==> src/rtl/download_fsm_datapath.sv <==
// Flit-to-message assembler: collects head/addrhi/addrlo plus up to eight data
// flits, presents the message until acknowledged, and flags protocol errors.
module download_fsm_datapath (
  input  logic         clk,
  input  logic         rst,
  input  logic         v_flit_in,
  input  logic [15:0]  flit_in,
  input  logic [1:0]   ctrl_in,
  input  logic         msg_ack_in,
  output logic         rdy_out,
  output logic         v_msg_out,
  output logic [15:0]  head_flit_out,
  output logic [15:0]  addrhi_out,
  output logic [15:0]  addrlo_out,
  output logic [127:0] data_out,
  output logic [3:0]   flit_cnt_out,
  output logic [1:0]   fsm_state,
  output logic         err_out
);

  typedef enum logic [1:0] {
    IDLE = 2'b00,
    RECV = 2'b01,
    DONE = 2'b10,
    DROP = 2'b11
  } state_e;

  localparam logic [1:0] CT_HEAD = 2'b01;
  localparam logic [1:0] CT_TAIL = 2'b11;
  localparam logic [3:0] CNT_MAX = 4'd11;

  state_e       state_q;
  logic [3:0]   cnt_q;
  logic [15:0]  head_q;
  logic [15:0]  addrhi_q;
  logic [15:0]  addrlo_q;
  logic [127:0] data_q;
  logic [3:0]   flit_cnt_q;
  logic         err_q;

  logic         accept;
  logic [3:0]   cnt_nxt;
  logic [3:0]   widx;

  assign rdy_out       = (state_q != DONE);
  assign v_msg_out     = (state_q == DONE);
  assign accept        = v_flit_in & rdy_out;
  assign cnt_nxt       = cnt_q + 4'd1;
  assign widx          = cnt_q - 4'd3;
  assign fsm_state     = state_q;
  assign head_flit_out = head_q;
  assign addrhi_out    = addrhi_q;
  assign addrlo_out    = addrlo_q;
  assign data_out      = data_q;
  assign flit_cnt_out  = flit_cnt_q;
  assign err_out       = err_q;

  always_ff @(posedge clk or negedge rst) begin
    if (!rst) begin
      state_q    <= IDLE;
      cnt_q      <= 4'd0;
      head_q     <= 16'd0;
      addrhi_q   <= 16'd0;
      addrlo_q   <= 16'd0;
      data_q     <= 128'd0;
      flit_cnt_q <= 4'd0;
      err_q      <= 1'b0;
    end else begin
      err_q <= 1'b0;
      case (state_q)
        IDLE, RECV: begin
          if (accept) begin
            if (ctrl_in == CT_HEAD) begin
              // A head inside a message is an error but still starts a fresh one.
              err_q    <= (state_q == RECV);
              head_q   <= flit_in;
              addrhi_q <= 16'd0;
              addrlo_q <= 16'd0;
              data_q   <= 128'd0;
              cnt_q    <= 4'd1;
              state_q  <= RECV;
            end else if (state_q == IDLE || ctrl_in == 2'b00) begin
              err_q <= 1'b1;
            end else if (cnt_q >= CNT_MAX) begin
              err_q <= 1'b1;
              if (ctrl_in == CT_TAIL) begin
                state_q <= IDLE;
                cnt_q   <= 4'd0;
              end else begin
                state_q <= DROP;
              end
            end else begin
              case (cnt_q)
                4'd1:    addrhi_q <= flit_in;
                4'd2:    addrlo_q <= flit_in;
                default: data_q[{widx[2:0], 4'b0000} +: 16] <= flit_in;
              endcase
              cnt_q <= cnt_nxt;
              if (ctrl_in == CT_TAIL) begin
                if (cnt_nxt >= 4'd3) begin
                  flit_cnt_q <= cnt_nxt;
                  state_q    <= DONE;
                end else begin
                  err_q   <= 1'b1;
                  cnt_q   <= 4'd0;
                  state_q <= IDLE;
                end
              end
            end
          end
        end
        DONE: begin
          if (msg_ack_in) begin
            state_q <= IDLE;
            cnt_q   <= 4'd0;
          end
        end
        DROP: begin
          if (accept && ctrl_in == CT_TAIL) begin
            state_q <= IDLE;
            cnt_q   <= 4'd0;
          end
        end
        default: state_q <= IDLE;
      endcase
    end
  end

endmodule

==> config.mk <==
export PLATFORM = sky130hd
export DESIGN_NAME = download_fsm_datapath
export DESIGN_NICKNAME = d
export VERILOG_FILES = /design/src/rtl/download_fsm_datapath.sv
export SDC_FILE = /design/constraint.sdc
export NUM_CORES = 1
export LEC_CHECK = 0
export ABC_AREA = 1
export CORE_MARGIN = 5
export CORE_UTILIZATION = 45
export DETAILED_ROUTE_END_ITERATION = 12
export HOLD_SLACK_MARGIN = 0.05
export MAX_ROUTING_LAYER = met4
export PLACE_DENSITY_LB_ADDON = 0.2
export SLEW_MARGIN = 20
export SYNTH_ARGS = -nofsm -noshare
export SYNTH_HDL_FRONTEND = slang
export SYNTH_SLANG_ARGS = --single-unit
==> constraint.sdc <==
create_clock -name clk -period 6 [get_ports clk]
set_clock_uncertainty 0.2 [all_clocks]
set_input_delay 1.8 -clock clk [delete_from_list [all_inputs] [get_ports clk]]
set_output_delay 1.8 -clock clk [all_outputs]
set_load 0.05 [all_outputs]
### Drive-strength map, run 1

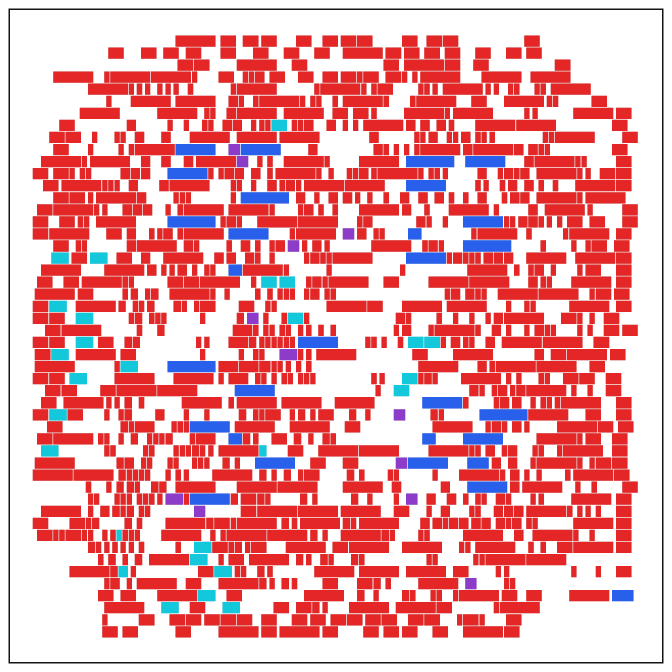
legend:
  red:
    size: x1 and smaller
    cells: 1,097
    share: 94%
    most_used: nand2_1
  cyan:
    size: x2
    cells: 27
    share: 2.3%
    most_used: mux2_2
  blue:
    size: x6 and larger
    cells: 29
    share: 2.5%
    most_used: clkbuf_16
  purple:
    size: x3 and x4
    cells: 12
    share: 1.0%
    most_used: buf_4

### Clock routing, run 1

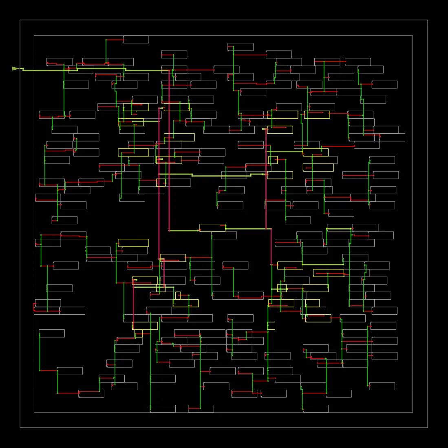
power in the clock group: 1.29 mW
TritonCTS Buffers: 17
insertion delay at the late pin of the worst-skew pair: 0.42 ns

==> run summary, run 1 <==
Implementation progress

The worst-case register-to-register setup slack stands at approximately 2.7 ns. The area figure in the yosys stat output stands at 8460 µm². The total count of hold-check failures in the final report stands at 0. The count of instantiated cells in the yosys netlist stands at between 900 and 1k.

Buffers inserted to repair hold after CTS numbered 0. The met2 layer wire length in the routed design stands at approximately 12,000 µm. The sum of net half-perimeters after detailed placement stands at 17,700 µm. Routed signal wires occupy layers up through met4.

The total of flip-flops plus latches after synthesis stands at between 150 and 200. The timing report attributes the biggest portion of critical-path delay to simple AND/OR/NAND/NOR gates. Data on the critical path is required at its endpoint by 6.11 ns. The detailed-route vias per instance stands at roughly 5.3. The number of failing setup endpoints in the final timing report stands at 0. The register with the most flip-flops in the layout has 128 of them. Post-CTS repair changed the size of 0 cells. Note that the worst hold path type here is flop to flop.

The transition at the pin with the smallest max-transition slack stands at 1.04 ns. The number of antenna diodes in the final layout is 0. The fmax stands at roughly 220 MHz. The total number of clock tree sinks stands at 187. From synthesis to final layout, the design area changed by 32.3%. Hold timing on the final database bottoms out at a slack of approximately 0.27 ns. The count of final max-slew check failures stands at 0. The count of unique library cells instantiated by Yosys stands at 21.

Along the critical path, the tally of buffer and inverter instances is 2. In this run the worst path has a maximum fanout of between 100 and 150. The post-synthesis cell count stands at 981. The portion of the post-synthesis area used by sequential elements stands at a little under three fifths. In the power breakdown, the internal column shows 3.31 mW. The core box area stands at between 15,000 and 20,000 µm². Entering global routing, the biggest net connects between 100 and 150 pins. Per the synthesis report, the single largest cell type by area occupies 55.3% of cell area. For this design, the slowest cell found on the critical path is sky130_fd_sc_hd__nand2_4. The final report lists a non-filler cell total of between 1k and 1.5k. For this design the total switching power over the nets is 3.15 mW. The proportion of power drawn by flip-flops and latches stands at 28.7%. Across every metal layer, demand over resource in global routing totals between 20% and 30%. In the finished design, the share of the clock period the worst path needs comes to 75.9%. Setup repair after global routing left no endpoint under its margin. In this design, the stage delay of the slowest critical-path cell is 0.76 ns. Yosys attributes the largest share of cell area to sky130_fd_sc_hd__dfrtp_1 (55%), sky130_fd_sc_hd__nand2_1 (17%), sky130_fd_sc_hd__nand4_1 (9.8%), sky130_fd_sc_hd__nor2_1 (2.8%), sky130_fd_sc_hd__inv_1 (2.3%). The group that draws the most power in this run is combinational cells. The floorplan-stage core utilization stands at between 40% and 50%. Per report_power, the Combinational row totals between 3 and 4 mW. The first-pass GRT wire length stands at around 40,000 µm. The final weighted congestion of routability-driven global placement stands at 0.823. The detailed router placed about 7.4k vias in this run. The detailed placer reported the number of placed instances as ~1.4k. The finished design was reported to have a net count of 1,182. The number of flops mapped to enable cells by yosys stands at 0. STA classifies the critical path endpoint as a flop.

The floorplan report gives the top-level pin count as ~210. The global routing usage on met2 stands at approximately 37%. Per the detail_route report, routed wire per instance is about 18 µm. The worst setup path is of the input pin to flop kind. For this run, the number of Yosys warnings is 0.

The net count after synthesis stands at 1,010. The met1 track demand over resource stands at 32.7%. The sequential-cell power consumption stands at 1.85 mW.

The number of OpenROAD warnings stands at 33. The synthesized area per cell stands at approximately 8.6 µm². The max capacitance violation total stands at 0. The number of H-tree branching levels stands at 4. For reference, the placement row count at floorplan is roughly 50.

Measured against its own limit, the worst slew margin works out to 30.3%. The post-route core utilization stands at around three fifths. According to the floorplan report, the die width is between 100 and 150 µm. The maximum ir drop on the vdd rail stands at 0.286 mV.

The finished cells cover ~11,000 µm². The worst path meets setup with 1.45 ns of slack. Counting I/O delays and the setup requirement, the final critical path takes about 4.6 ns. The number of nets still failing antenna checks after routing stands at 0. The run finished with clean final reports.

Logic depth along the worst register-to-register path is recorded as 8. The longest clock path from root to sink contains 2 buffers. Net switching is 48.7% of the power. The cell area after technology mapping stands at 8460 µm². Looking at the power breakdown, combinational cells take between 50% and 60% of the total. The number of antenna violations at the first check in global routing stands at 0.

On the critical path the data arrives at roughly 4.7 ns. The wire length recorded after detailed routing is between 20,000 and 30,000 µm. The power report attributes to the clock group a share of approximately 20%.

For reference, the critical path cell chain is clkdlybuf4s50_1 > nand2_2 > buf_4 > nand2_4 > nand3_2 > nand2_1 > nand2_1. The number of gates on the worst path with buffers counted stands at 7.
### Clock network drawn from the DEF, run 1

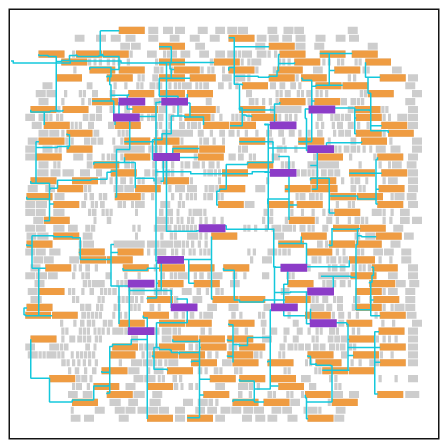
legend:
  cyan:
    item: clock wires
    length: 2,210 µm
  purple:
    item: clock-net drivers
    count: 17
  orange:
    item: flip-flops
    count: 187
routed clock nets: 18

-- run 1: layout by cell type (no fill, tap or decap), types with 8 or more instances in the layout --
cell type                         Yosys  layout
sky130_fd_sc_hd__buf_4                3       8
sky130_fd_sc_hd__dfrtp_1            187     187
sky130_fd_sc_hd__mux2_2              16      16
sky130_fd_sc_hd__clkbuf_16            0      17
sky130_fd_sc_hd__inv_1               52      52
sky130_fd_sc_hd__nand2_1            388     388
sky130_fd_sc_hd__nor2_1              62      62
sky130_fd_sc_hd__nand3_2              8       8
sky130_fd_sc_hd__o21ai_0             34      34
sky130_fd_sc_hd__nand4_1            132     132
sky130_fd_sc_hd__clkdlybuf4s50_1      0     205
sky130_fd_sc_hd__nand3_1             25      25
-- run 1: area by class of cell --
| class | instances | area (µm²) |
|---|---|---|
| fill | 1685 | 7390 |
| sequential | 187 | 4680 |
| multi-input combinational | 680 | 3210 |
| timing repair buffer | 214 | 2130 |
| clock buffer | 18 | 439 |
| tap | 234 | 293 |
| clock inverter | 13 | 235 |
| inverter | 53 | 199 |
-- run 1: logic make-up (layout without fill, tap and decap cells) --
family / count (synthesis) / after routing / share of synthesized area (%)
AND-OR/OR-AND: 37 / 37 / 2.19
adder cells (fa/ha/maj): 7 / 7 / 1.04
buffers and inverters: 114 / 298 / 6.76
flip-flops: 187 / 187 / 55.3
multiplexers: 16 / 16 / 2.13
AND/OR/NAND/NOR: 620 / 620 / 32.5
-- run 1: final timing paths --
path / end / start
worst min-delay path: data_out[55] / data_out[55]
worst max register to register: data_out[125] / cnt_q[0]
min in group asynchronous: data_out[50] / rst
max in group asynchronous: data_out[17] / rst
worst max-delay path: data_out[125] / ctrl_in[0]
worst min register to register: data_out[55] / data_out[55]
### Cells coloured by class, run 1

Scale bar: 50 µm.
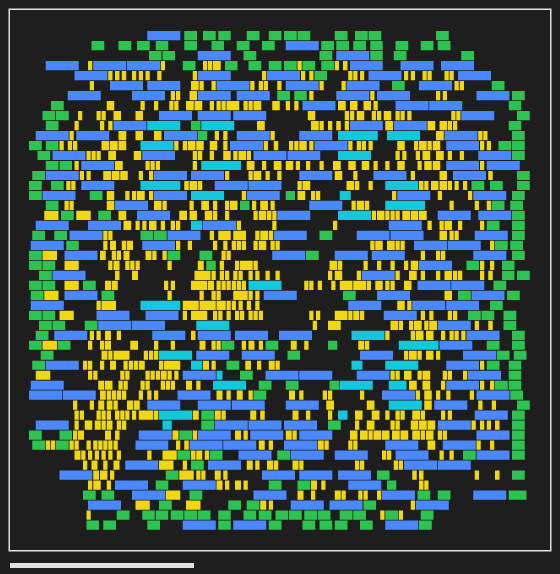

==> run 2, diff against run 1 <==
Clock period 6 ns to 3.7 ns, I/O delays scaled along.
### Cells coloured by class, run 2

Scale bar: 50 µm.
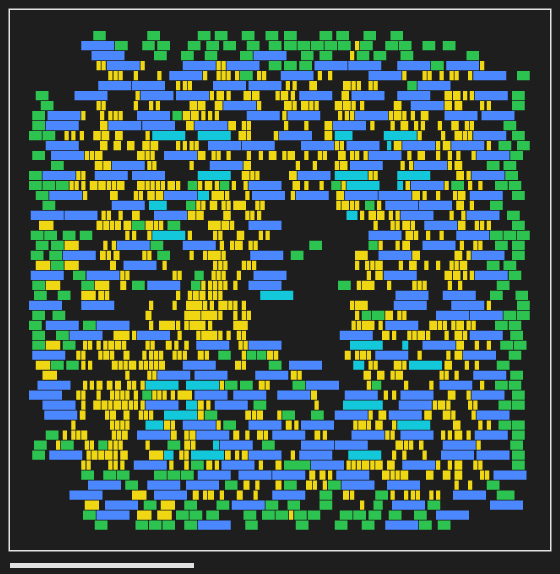
legend:
  blue:
    class: sequential cells
    cells: 187
    share_of_their_area: 43%
  cyan:
    class: clock drivers and dummy loads
    cells: 30
    share_of_their_area: 5.1%
  yellow:
    class: remaining logic cells
    cells: 733
    share_of_their_area: 31%
  green:
    class: remaining buffers and delay cells
    cells: 224
    share_of_their_area: 20%

### Clock network drawn from the DEF, run 2

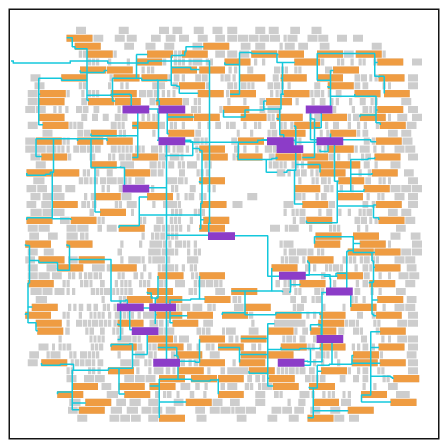
legend:
  purple:
    item: clock-net drivers
    count: 17
  cyan:
    item: clock wires
    length: 2,180 µm
  orange:
    item: flip-flops
    count: 187
routed clock nets: 18
flops lie: all over the die

==> run 2 against run 1 <==
Effect of this change:
- non-clock buffer count increased by 10
- via count rose by 0.82%
- area after synthesis stayed put
- power is 58% higher
- synthesized cell count is the same
- first-iteration DRC count is 7.0% higher
- final area down 0.26%
- worst hold slack worse by 0.0028 ns
- global-route usage rose by 0.25 points
- die size unchanged
- critical endpoint is now v_msg_out
- largest cell class unchanged
==> run summary, run 2 <==
Implementation progress

Signal nets in the final route climb as high as met4. The combined global-route utilization of all metal layers stands at 24.2% (+0.25 points). The number of flip-flops under the largest register name is 128 (unchanged). The number of failing setup endpoints in the final timing report came to 0 (unchanged).

The number of nets still failing antenna checks after routing came to 0 (unchanged). The required time at the endpoint of the critical path is 2.39 ns (-3.72 ns). The area share of the largest cell type after synthesis stands at 55.3% (unchanged). The area figure in the yosys stat output came to 8460 µm² (unchanged).

The largest fanout on the critical path was 5 (-95%). The post-synthesis compound-gate area fraction came to 2.19% (unchanged). Per the cell usage report, the commonest logic cells after layout are sky130_fd_sc_hd__nand2_1 (388), sky130_fd_sc_hd__clkdlybuf4s50_1 (205), sky130_fd_sc_hd__dfrtp_1 (187). The placed cell count is 1,378 (+0.73%).

Setup repair after global routing left no endpoint under its margin. The post-synthesis cell count stands at 981 (unchanged). By area the synthesized netlist is led by sky130_fd_sc_hd__dfrtp_1 (55%), sky130_fd_sc_hd__nand2_1 (17%), sky130_fd_sc_hd__nand4_1 (9.8%), sky130_fd_sc_hd__nor2_1 (2.8%), sky130_fd_sc_hd__inv_1 (2.3%).

The top cell type in the final layout, fill and taps aside, is sky130_fd_sc_hd__nand2_1. Traced cell by cell, the critical path runs through inv_1 > nand2_1 > inv_1 > clkdlybuf4s50_1. The count of instantiated cells in the yosys netlist stands at 981 (unchanged).

The flow ran to the end, and the final reports show no timing, DRC or antenna violations. The final weighted congestion of routability-driven global placement was 0.848 (+3.1%). The fraction of the mapped netlist area in adder cells stands at 1.04% (unchanged). The count of placed standard cells in the final layout, fillers left out was 1,408 (+0.64%). The path class of the tightest hold or removal check is flop to flop. The aggregate routed wire length came to 25,500 µm (+1.5%).

The met1 track demand over resource stands at 32.6% (-0.082 points). The max capacitance violation total is 0 (unchanged). The number of OpenROAD warnings stands at 31 (-6.1%). The portion of the post-synthesis area used by sequential elements stands at 55.3% (unchanged).

The worst setup path is captured at a primary output. The number of antenna violations at the first check in global routing is 0 (unchanged). The count of boundary I/O pins stands at 207 (unchanged).

The detailed-route vias per instance stands at 5.32 (+0.18%). Looking at the setup timing report, the critical path kind is flop to primary output. The count of antenna diodes in the layout is 0 (unchanged). The total of flip-flops plus latches after synthesis is 187 (unchanged). The cell area after technology mapping came to 8460 µm² (unchanged). The buffer-and-inverter tally for the worst setup path stands at 3 (+1). The maximum number of pins on one net before global-route repair was 68 (-33%). The transition at the pin with the smallest max-transition slack stands at 0.659 ns (-0.386 ns). The die width was 147 µm (unchanged). The arrival time at the worst endpoint stands at 1.91 ns (-2.75 ns). The average wire per standard cell came to 18.1 µm (+0.88%).

The relative max-transition margin stands at 56.0% (+26 points). The cell row count was 50 (unchanged). The final critical path takes up 87.0% of the cycle. The number of buffers on the longest clock path stands at 2 (unchanged).

The total number of clock tree sinks came to 187 (unchanged). The total vias in the final route was 7,490 (+0.82%). The number of clock buffers inserted by TritonCTS was 17 (unchanged). The count of synthesis-stage warnings from yosys stands at 0 (unchanged). The simple-gate portion of the synthesized area is 32.5% (unchanged). The number of cells upsized or downsized after cts was 0 (unchanged). The fmax stands at a little over 300 MHz. The global routing usage on met2 is 36.4% (-0.67 points). Among cell families on the critical path, the largest total delay comes from buffers and inverters.
### Metal 1, run 2

Supply wires on this layer in grey.
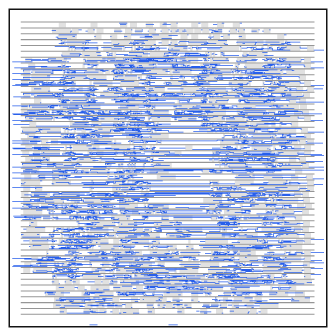
nets with wire on the layer: 1,057
main direction: horizontal
longest straight run: 58.9 µm
share of all routed wire: 44%

[run 2: metrics by stage]
stage          cell area, µm²  setup WS (ns)  hold slack (ns)
4_1_cts                 11200          0.461            0.275
2_1_floorplan            8460          0.840            0.332
6_report                11200          0.479            0.269
3_3_place_gp            10600          0.211            0.253
3_5_place_dp            10600          0.127            0.258
5_1_grt                 11200          0.360            0.294
[run 2: kinds of logic (layout without fill, tap and decap cells)]
family	after synthesis	after routing
compound gates	37	37
buf+inv	114	307
simple gates	620	620
fa+ha+maj	7	7
flops	187	187
mux	16	16
[run 2: where the power goes]
| part | internal (mW) | leakage [nW] | total, mW | switching (mW) |
|---|---|---|---|---|
| Clock | 0.980 | 0.276 | 1.76 | 0.783 |
| Sequential | 2.62 | 2.51 | 3.01 | 0.392 |
| Combinational | 1.51 | 2.96 | 5.44 | 3.94 |
[run 2: layout make-up]
| cell class | instances | area, µm² |
|---|---|---|
| Sequential cell | 187 | 4680 |
| Clock buffer | 21 | 470 |
| Clock inverter | 9 | 87.6 |
| Inverter | 53 | 199 |
| Tap cell | 234 | 293 |
| Multi-Input combinational cell | 680 | 3210 |
| Timing Repair Buffer | 224 | 2210 |
| Fill cell | 1676 | 7420 |
[run 2: path summary, 6_finish.rpt]
check,slack (ns),cells after the start,from,to
setup / recovery,0.48,4,fsm_state[0],v_msg_out
hold / removal,0.27,2,data_out[50],data_out[50]
setup reg to reg,0.87,12,cnt_q[0],data_out[0]
hold reg to reg,0.27,2,data_out[50],data_out[50]
max in group asynchronous,2.02,2,rst,data_out[104]
min in group asynchronous,0.47,1,rst,data_out[119]
[run 2: worst min-delay path: cells and delay by family, from the launching register on]
kind          cells  cell delay (ns)
flops             1             0.34
simple gates      2             0.09
==> run 3, diff against run 2 <==
Settings changed: CTS_CLUSTER_SIZE from default to 14, GPL_ROUTABILITY_DRIVEN from default to 0.
### Cells coloured by class, run 3

Scale bar: 50 µm.
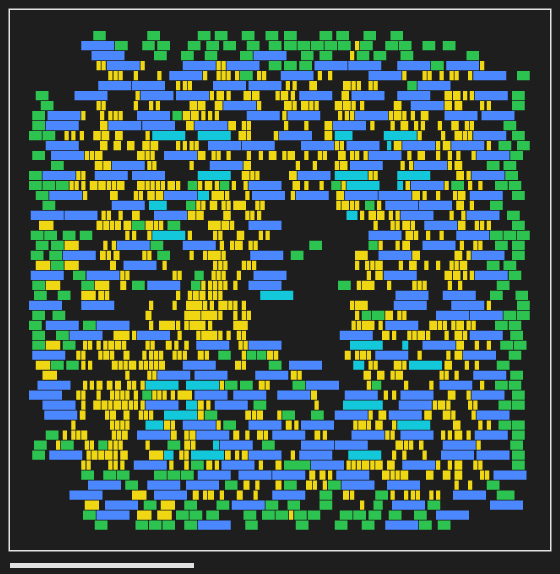
legend:
  green:
    class: remaining buffers and delay cells
    cells: 224
    share_of_their_area: 20%
  cyan:
    class: clock drivers and dummy loads
    cells: 30
    share_of_their_area: 5.1%
  yellow:
    class: remaining logic cells
    cells: 733
    share_of_their_area: 31%
  blue:
    class: sequential cells
    cells: 187
    share_of_their_area: 43%

### Clock network drawn from the DEF, run 3

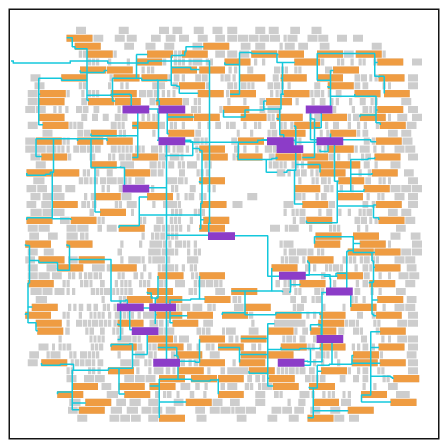
legend:
  cyan:
    item: clock wires
    length: 2,180 µm
  orange:
    item: flip-flops
    count: 187
  purple:
    item: clock-net drivers
    count: 17
flops lie: all over the die

==> run 3 against run 2 <==
Effect of this change:
- first-iteration DRC count unchanged
- critical path type unchanged
- critical endpoint unchanged
- area after synthesis unchanged
- utilization unchanged
- non-clock buffer count unchanged
- final area unchanged
- synthesized cell count unchanged
- worst hold slack unchanged
- highest routed layer unchanged
- critical path depth unchanged
==> run summary, run 3 <==
Implementation progress

The setup slack of the critical path after layout is 0.479 ns (unchanged). The clock-cell share of area is 5.00% (unchanged). The post-placement setup slack is 0.127 ns (unchanged). The worst setup path is captured at a primary output.

The number of ordinary and repair buffers in the finished layout was 224 (unchanged). The area share of the largest cell type after synthesis came to 55.3% (unchanged). The total of flip-flops plus latches after synthesis came to 187 (unchanged). The placed cell count stands at 1,378 (unchanged).

The switching power stands at 5.11 mW (unchanged). The share of power burned in combinational logic came to 53.3% (about the same). The region available for standard cell placement spans ~19,000 µm². The aggregate routed wire length stands at 25,500 µm (unchanged). The count of synthesis-stage warnings from yosys came to 0 (unchanged). The total number of clock tree sinks stands at 187 (unchanged). The internal power component came to 5.11 mW (unchanged).

The count of inserted tapcells stands at 234 (unchanged). The count of routing violations after the opening detailed-route iteration stands at 533. The portion of the post-synthesis area used by sequential elements is 55.3% (unchanged). The number of OpenROAD warnings stands at 31 (unchanged). The multi-input logic portion of the cell area came to 28.8% (unchanged). The max capacitance violation total stands at 0 (unchanged). The total power stands at a little over 10 mW. The number of nets still failing antenna checks after routing stands at 0 (unchanged). The combined flip-flop and latch cell area was 4680 µm² (unchanged).

The final cycle utilization of the critical path stands at 87.0% (unchanged). The fmax came to 311 MHz (unchanged). The maximum number of pins on one net before global-route repair is 68 (unchanged). The part of the power in the clock network was 17.3% (about the same).

The count of instantiated cells in the yosys netlist stands at 981 (unchanged). The count of placed standard cells in the final layout, fillers left out stands at 1,408 (unchanged). The number of ordinary inverters in the final layout stands at 53 (unchanged).

The count of antenna diodes in the layout stands at 0 (unchanged). The cell row count stands at 50 (unchanged). The number of nets in the synthesized netlist is between 1k and 1.5k. The number of antenna violations at the first check in global routing stands at 0 (unchanged). The transition at the pin with the smallest max-transition slack is 0.659 ns (unchanged). The area of combinational cells with multiple inputs came to 3210 µm² (unchanged).

The number of failing setup endpoints in the final timing report stands at 0 (unchanged). The biggest slice of the area belongs to registers. The net switching share of the total power is 50.0% (unchanged). The type recorded for the worst min-delay path is flop to flop. The average wire per standard cell came to 18.1 µm (unchanged).

The top cell type in the final layout, fill and taps aside, is sky130_fd_sc_hd__nand2_1. The fraction of standard cell area that is sequential stands at 41.9% (unchanged). The area figure in the yosys stat output stands at 8460 µm² (unchanged). The number of clock buffers inserted by TritonCTS is 17 (unchanged).

The combined global-route utilization of all metal layers stands at 24.2% (unchanged). The cell area after placement stands at 10,600 µm² (unchanged). The count of boundary I/O pins was 207 (unchanged). The proportion of power drawn by flip-flops and latches is 29.5% (about the same).

The arrival time at the worst endpoint came to 1.91 ns (about the same). The minimum hold slack came to 0.269 ns (unchanged). The relative max-transition margin came to 56.0% (unchanged). The number of buffers on the longest clock path was 2 (unchanged). The number of flip-flops under the largest register name stands at 128 (unchanged). The cell area after technology mapping is 8460 µm² (unchanged). The total vias in the final route came to 7,490 (unchanged).

The flow ran to the end, and the final reports show no timing, DRC or antenna violations. Setup repair after global routing left no endpoint under its margin. The count of filler cells inserted in the layout stands at 1,676 (unchanged). The multi-input combinational cell count stands at 680 (unchanged). The detailed-route vias per instance stands at 5.32 (unchanged). The required time at the endpoint of the critical path stands at 2.39 ns (about the same). For reference, the most critical setup path is categorized as flop to primary output. The number of cells upsized or downsized after cts stands at 0 (unchanged). The post-route cell area stands at 11,200 µm² (unchanged).
### Metal 1, run 3

Supply wires on this layer in grey.
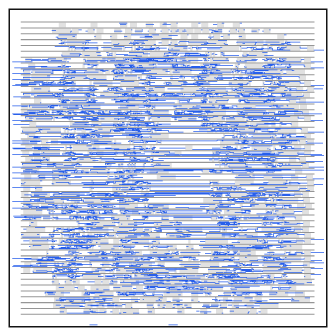
nets with wire on the layer: 1,057
longest straight run: 58.9 µm
main direction: horizontal
wire length on this layer: 11,200 µm
share of all routed wire: 44%

[run 3: cell counts after synthesis]
Identical to the previous run, type by type.
[run 3: per-layer routing]
layer	global-route usage, %	vias up	wire, µm
met4	8.81	0	738
li1	-	3590	-
met3	5.34	45	1810
met2	36.4	290	11700
met1	32.6	3565	11200
met5	-	-	0
[run 3: power groups by stage]
stage,sequential (mW),clock (mW),combinational (mW)
2_1_floorplan,4.95,0,1.82
3_3_place_gp,3.03,0,5.40
3_5_place_dp,3.04,0,5.44
4_1_cts,3.01,1.78,5.46
5_1_grt,3.08,1.88,5.79
6_report,3.01,1.76,5.44
[run 3: path summary, 6_finish.rpt]
| kind | cells past startpoint | slack [ns] | start | end |
|---|---|---|---|---|
| max | 4 | 0.48 | fsm_state[0] | v_msg_out |
| min | 2 | 0.27 | data_out[50] | data_out[50] |
| max reg2reg | 12 | 0.87 | cnt_q[0] | data_out[0] |
| min reg2reg | 2 | 0.27 | data_out[50] | data_out[50] |
| max in group asynchronous | 2 | 2.02 | rst | data_out[104] |
| min in group asynchronous | 1 | 0.47 | rst | data_out[119] |
[run 3: cell families after synthesis]
| family | synth area share, % |
|---|---|
| muxes | 2.13 |
| AOI/OAI and AO/OA | 2.19 |
| adders and majority gates | 1.04 |
| DFF | 55.3 |
| and+or+nand+nor | 32.5 |
| buffers and inverters | 6.76 |
[run 3: critical path, cell delays in order, from the launching register on]
cell                              delay [ns]
sky130_fd_sc_hd__dfrtp_1                0.42
sky130_fd_sc_hd__inv_1                  0.11
sky130_fd_sc_hd__nand2_1                0.09
sky130_fd_sc_hd__inv_1                  0.07
sky130_fd_sc_hd__clkdlybuf4s50_1        0.80
Power is estimated from default activity; no workload was simulated.
